**config.mk**
```make
export PLATFORM = sky130hd
export DESIGN_NAME = chunked_carry_adder
export DESIGN_NICKNAME = d
export VERILOG_FILES = /design/src/rtl/chunked_carry_adder.sv
export SDC_FILE = /design/constraint.sdc
export NUM_CORES = 1
export LEC_CHECK = 0
export CAP_MARGIN = 20
export CORE_ASPECT_RATIO = 1.75
export CORE_UTILIZATION = 30
export CTS_CLUSTER_SIZE = 20
export DETAILED_ROUTE_END_ITERATION = 7
export GPL_TIMING_DRIVEN = 0
export PLACE_DENSITY = 0.56
export SLEW_MARGIN = 10
export SYNTH_ARGS = -nofsm -noshare
export SYNTH_HDL_FRONTEND = slang
export SYNTH_HIERARCHICAL = 1
export SYNTH_SLANG_ARGS = --single-unit
```
**constraint.sdc**
```tcl
create_clock -name clock -period 3.1 [get_ports clock]
set_clock_uncertainty 0.15 [all_clocks]
set_input_delay 0.62 -clock clock [delete_from_list [all_inputs] [get_ports clock]]
set_output_delay 0.62 -clock clock [all_outputs]
set_load 0.02 [all_outputs]
```
**src/rtl/chunked_carry_adder.sv**
```systemverilog
// Multi-cycle wide adder: one CHUNK_WIDTH slice per clock, LSB slice first.
// Optional subtract mode enabled by defining CHUNKED_CARRY_ADDER_SUBTRACT_EN.

module carry_forecast #(
    parameter int WIDTH = 4
) (
    input  logic [WIDTH-1:0] a_i,
    input  logic [WIDTH-1:0] b_i,
    input  logic             c_i,
    output logic             c_o
);
    // Generate/propagate chain across the slice
    always_comb begin
        logic c;
        c = c_i;
        for (int i = 0; i < WIDTH; i++) begin
            c = (a_i[i] & b_i[i]) | ((a_i[i] ^ b_i[i]) & c);
        end
        c_o = c;
    end
endmodule

module chunked_carry_adder #(
    parameter int CHUNK_WIDTH     = 4,
    parameter int NUMBER_OF_CHUNK = 4,
    localparam int TOTAL_WIDTH    = CHUNK_WIDTH * NUMBER_OF_CHUNK
) (
    input  logic                   clock,
    input  logic                   reset,
    input  logic                   in_valid,
    output logic                   in_ready,
    input  logic [TOTAL_WIDTH-1:0] operand1,
    input  logic [TOTAL_WIDTH-1:0] operand2,
    input  logic                   carry_in,
`ifdef CHUNKED_CARRY_ADDER_SUBTRACT_EN
    input  logic                   subtract,
`endif
    output logic                   out_valid,
    input  logic                   out_ready,
    output logic [TOTAL_WIDTH-1:0] sum,
    output logic                   carry_out,
    output logic                   and_result,
    output logic                   busy
);
    localparam int IDX_W = (NUMBER_OF_CHUNK > 1) ? $clog2(NUMBER_OF_CHUNK) : 1;

    typedef enum logic [1:0] {IDLE, RUN, DONE} state_t;

    state_t                 state_q;
    logic [IDX_W-1:0]       idx_q;
    logic [TOTAL_WIDTH-1:0] op1_q;
    logic [TOTAL_WIDTH-1:0] op2_q;
    logic                   carry_q;
    logic [TOTAL_WIDTH-1:0] sum_q;
    logic                   carryOut_q;
    logic                   and_q;
    logic                   outValid_q;
    logic                   busy_q;
    logic                   sub_q;

    logic [CHUNK_WIDTH-1:0] sliceA;
    logic [CHUNK_WIDTH-1:0] sliceB;
    logic [CHUNK_WIDTH:0]   sliceFull;
    logic [CHUNK_WIDTH-1:0] sliceSum_d;
    logic                   carry_d;
    logic                   lastSlice;

    assign sliceA     = op1_q[idx_q*CHUNK_WIDTH +: CHUNK_WIDTH];
    assign sliceB     = op2_q[idx_q*CHUNK_WIDTH +: CHUNK_WIDTH];
    assign sliceFull  = {1'b0, sliceA} + {1'b0, sliceB} + {{CHUNK_WIDTH{1'b0}}, carry_q};
    assign sliceSum_d = sliceFull[CHUNK_WIDTH-1:0];
    assign lastSlice  = (idx_q == IDX_W'(NUMBER_OF_CHUNK - 1));

    carry_forecast #(.WIDTH(CHUNK_WIDTH)) u_forecast (
        .a_i (sliceA),
        .b_i (sliceB),
        .c_i (carry_q),
        .c_o (carry_d)
    );

    // Operands are stored already inverted in subtract mode, so RUN is pure addition
    always_ff @(posedge clock) begin
        if (reset) begin
            state_q    <= IDLE;
            idx_q      <= '0;
            op1_q      <= '0;
            op2_q      <= '0;
            carry_q    <= 1'b0;
            sum_q      <= '0;
            carryOut_q <= 1'b0;
            and_q      <= 1'b0;
            outValid_q <= 1'b0;
            busy_q     <= 1'b0;
            sub_q      <= 1'b0;
        end else begin
            case (state_q)
                IDLE: begin
                    if (in_valid) begin
                        op1_q   <= operand1;
`ifdef CHUNKED_CARRY_ADDER_SUBTRACT_EN
                        op2_q   <= subtract ? ~operand2 : operand2;
                        carry_q <= carry_in ^ subtract;
                        sub_q   <= subtract;
`else
                        op2_q   <= operand2;
                        carry_q <= carry_in;
                        sub_q   <= 1'b0;
`endif
                        idx_q   <= '0;
                        busy_q  <= 1'b1;
                        state_q <= RUN;
                    end
                end
                RUN: begin
                    sum_q[idx_q*CHUNK_WIDTH +: CHUNK_WIDTH] <= sliceSum_d;
                    carry_q <= carry_d;
                    if (lastSlice) begin
                        carryOut_q <= carry_d ^ sub_q;
                        and_q      <= op1_q[TOTAL_WIDTH-1] & op2_q[TOTAL_WIDTH-1];
                        outValid_q <= 1'b1;
                        state_q    <= DONE;
                    end else begin
                        idx_q <= idx_q + 1'b1;
                    end
                end
                DONE: begin
                    if (out_ready) begin
                        outValid_q <= 1'b0;
                        busy_q     <= 1'b0;
                        state_q    <= IDLE;
                    end
                end
                default: state_q <= IDLE;
            endcase
        end
    end

    assign in_ready   = (state_q == IDLE);
    assign out_valid  = outValid_q;
    assign sum        = sum_q;
    assign carry_out  = carryOut_q;
    assign and_result = and_q;
    assign busy       = busy_q;
endmodule

```
==> CHANGELOG.md, run 1 <==
## Flow update

- Ratio of final minimum period to clock period: 95.0%
- Non-clk buf share: 18.1%
- Flops after synth: 57
- Basic-gate share of the synthesized area counting and, or, nand and nor cells: 20.4%
- Area fraction in compound gates: 14.5%
- Power of the sequential group: 0.790 mW
- Initial antenna violation count: 0
- Combinational logic power: 0.256 mW
- WHS Endpoint: op2_q[14]
- Initial standard-cell utilization of the core: 30.9%
- Worst path buffer plus inverter count: 1
- Placed cell area: 3280 um^2
- Global-route wire length before repair: 10700 um
- Met1 usage: 15.5%
- Proportion of synthesized chip area in sequential cells: 44.4%
- Chip Area, Yosys: 2570 um^2
- Setup repair after global routing missed its margin: false
- Sum Neg Setup Slack: 0 ps
- Number of levels in the clock H-tree: 3
- Total detailed-routing wirelength: 6520 um
- Portion of total power attributed to sequential cells: 41.8%
- DRT antenna net count: 0
- Largest power group: clock
- Insertion delay at the late pin of the worst-skew pair: 330 ps
- Instance count on the critical path: 7
- Type of destination of the critical path: flip-flop
- Multi-input combinational area share: 37.6%
- Port Buffer Count: 56
- Average footprint of a synthesized cell: 8.87 um^2
- Hold buffer count at CTS: 0
- Met2 track demand over resource: 30.0%
- Endpoint arrival time on the critical path: 3030 ps
- I/O pin cnt: 58
- Met2 wirelength from detailed routing: 3650 um
- List of cells traversed by the critical path: clkbuf_4 -> mux4_1 -> fa_1 -> a21o_1 -> a21oi_1 -> xor3_2 -> o31ai_1
- Power after layout: 1.89 mW
- Netlist Area Pre-Place: 2570 um^2
- Setup bufs post-CTS: 0
- Routability Congestion: 0.811
- Max-cap violation count: 0
- Highest metal layer with signal wires: met4
- Wire length on met1: 2490 um
- Power density over the cells: 536 nW/um^2
- Crit path max-delay family: multiplexers
- Adder Share, Synth: 7.40%
- Time the worst path needs with I/O delays and setup: 2950 ps
- Count of placed standard cells in the final layout, fillers left out: 474
- Maximum resistive drop on vdd: 0.285 mV
- Floorplan die area: 8960 um^2
- Worst path setup slack after routing: 155 ps
- FF/Latch Area: 1140 um^2
- Top-count cell post-synth: nand2_1
- Fmax: 340 MHz
- Lkg Pwr: 1.34 nW
- Most frequent cells after synthesis: nand2_1, dfxtp_1, a21oi_1, clkbuf_1, nor2_1
- Proportion of netlist area held by the largest area contributor: 44.4%
- Worst Min Path Start: op2_q[14]
- Number of resized instances in the post-cts repair step: 2
- Critical path endpoint: sum[11]
- Result of the run: completed
- Row Count: 44
- CP Data Required Time: 3180 ps
- Core outline area: 8310 um^2
- Share of synthesized registers carrying an async set or reset: 0%
- Relative slew slack: 47.1%
- TritonCTS clock tree: yes
- Area growth from synthesis to layout: 37.4%
- Count of flip-flops and latches: 57
- Layout inverter count without the clock tree: 7
- Number of placed cells counting well taps: 461
- Worst Hold Depth: 2
- Total number of warnings across the stage logs: 31
Figure 1. Where the registers sit (run 1).
The bar under the picture is 20 um long. Other sequential cells in the stronger gray, the rest of the logic in the fainter gray.
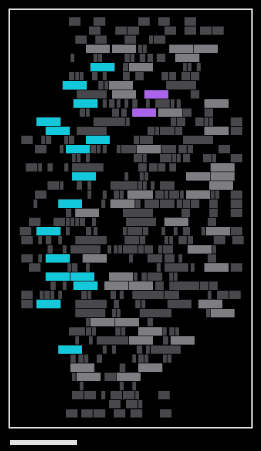
Cyan marks `op2_q`, sequential cells 16. Purple marks `state_q`, sequential cells 2.

Figure 2. Close-up of the layout (run 1).
Window x 39 to 69, y 16 to 46 um. Cells in gray, sequential cells in the stronger gray; small squares are vias.
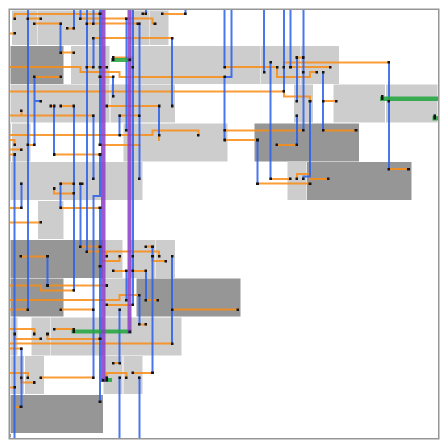
Orange marks M1. Green marks M3. Blue marks M2. Purple marks M4.
Netlist names of flops here include `op1_q` (5), `sum` (2). Sequential cells in the window: 7. 35 logic cells have their middle in the window. Most frequent: nand2_1 (7), dfxtp_1 (7), a21oi_1 (4).

Figure 3. Clock wires, drivers and flops (run 1).
The bar under the picture is 20 um long.
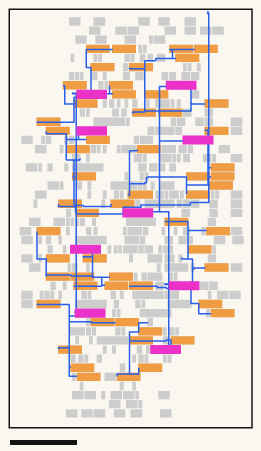
Magenta marks clock-net drivers, count 9. Orange marks flip-flops, count 57. Blue marks clock wires, length 783 um.
Position of the flops: widely spread.

==> run 2, diff against run 1 <==
--- a/config.mk
+++ b/config.mk
@@ -5,7 +5,7 @@
 export SDC_FILE = /design/constraint.sdc
 export NUM_CORES = 1
 export LEC_CHECK = 0
-export CAP_MARGIN = 20
+export CAP_MARGIN = 40
 export CORE_ASPECT_RATIO = 1.75
 export CORE_UTILIZATION = 30
 export CTS_CLUSTER_SIZE = 20
Figure 4. Where the registers sit (run 2).
The bar under the picture is 20 um long. Other sequential cells in the stronger gray, the rest of the logic in the fainter gray.
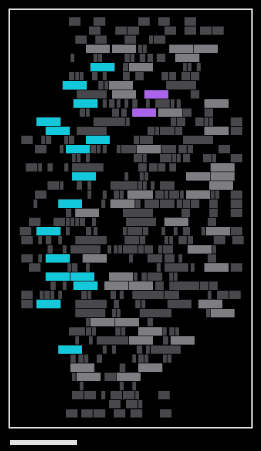
Purple marks `state_q`, sequential cells 2. Cyan marks `op2_q`, sequential cells 16.
Another 39 sequential cells are not colored.

Figure 5. Sizing map (run 2).
The bar under the picture is 20 um long.
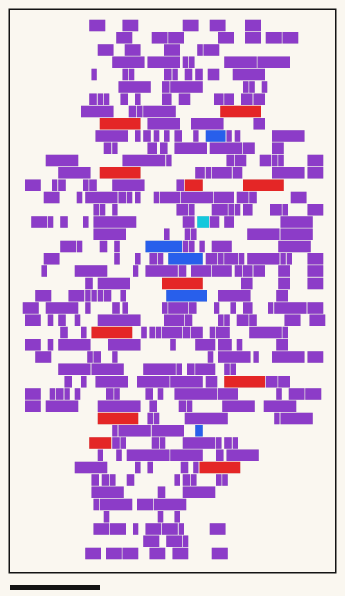
Purple marks x1 and smaller, cells 342. Red marks x6 and larger, cells 11. Cyan marks x3 and x4, cells 1. Blue marks x2, cells 5.

==> CHANGELOG.md, run 2 <==
## Flow update

- Result of the run: completed
- Crit path max-delay family: multiplexers
- TritonCTS clock tree: yes
- Largest power group: clock
- I/O pin cnt: 58
- Wire length on met1: 2490 um
- Power density over the cells: 536 nW/um^2
- Power after layout: 1.89 mW
- Average footprint of a synthesized cell: 8.87 um^2
- Initial antenna violation count: 0
- Count of flip-flops and latches: 57
- Fmax: 340 MHz
- Setup repair after global routing missed its margin: false
- Chip Area, Yosys: 2570 um^2
- Port Buffer Count: 56
- Type of destination of the critical path: flip-flop
- Worst Min Path Start: op2_q[14]
- Placed cell area: 3280 um^2
- Time the worst path needs with I/O delays and setup: 2950 ps
- Critical path endpoint: sum[11]
- Total number of warnings across the stage logs: 31
- Basic-gate share of the synthesized area counting and, or, nand and nor cells: 20.4%
- DRT antenna net count: 0
- Endpoint arrival time on the critical path: 3030 ps
- Global-route wire length before repair: 10700 um
- Layout inverter count without the clock tree: 7
- Worst Hold Depth: 2
- Combinational logic power: 0.256 mW
- Routability Congestion: 0.811
- Relative slew slack: 47.1%
- Highest metal layer with signal wires: met4
- Ratio of final minimum period to clock period: 95.0%
- Floorplan die area: 8960 um^2
- Lkg Pwr: 1.34 nW
- Top-count cell post-synth: nand2_1
- Sum Neg Setup Slack: 0 ps
- Number of placed cells counting well taps: 461
- Met2 wirelength from detailed routing: 3650 um
- Max-cap violation count: 0
- CP Data Required Time: 3180 ps
- Proportion of synthesized chip area in sequential cells: 44.4%
- Worst path setup slack after routing: 155 ps
- Pin count of the biggest net entering global routing: 11
- Multi-input combinational area share: 37.6%
- Proportion of netlist area held by the largest area contributor: 44.4%
- Flops after synth: 57
- Instance count on the critical path: 7
- TAP cells: 115
- Area fraction in compound gates: 14.5%
- Portion of total power attributed to sequential cells: 41.8%
- Hold buffer count at CTS: 0
- Total detailed-routing wirelength: 6520 um
- Initial standard-cell utilization of the core: 30.9%
- Number of resized instances in the post-cts repair step: 2
- Area growth from synthesis to layout: 37.4%
- Number of levels in the clock H-tree: 3
- Netlist Area Pre-Place: 2570 um^2
- Met1 usage: 15.5%
- Power of the sequential group: 0.790 mW
- FF/Latch Area: 1140 um^2
- Row Count: 44
- Non-clk buf share: 18.1%
- Core outline area: 8310 um^2
- WHS Endpoint: op2_q[14]
- Setup bufs post-CTS: 0
Power and IR drop assume default switching activity.
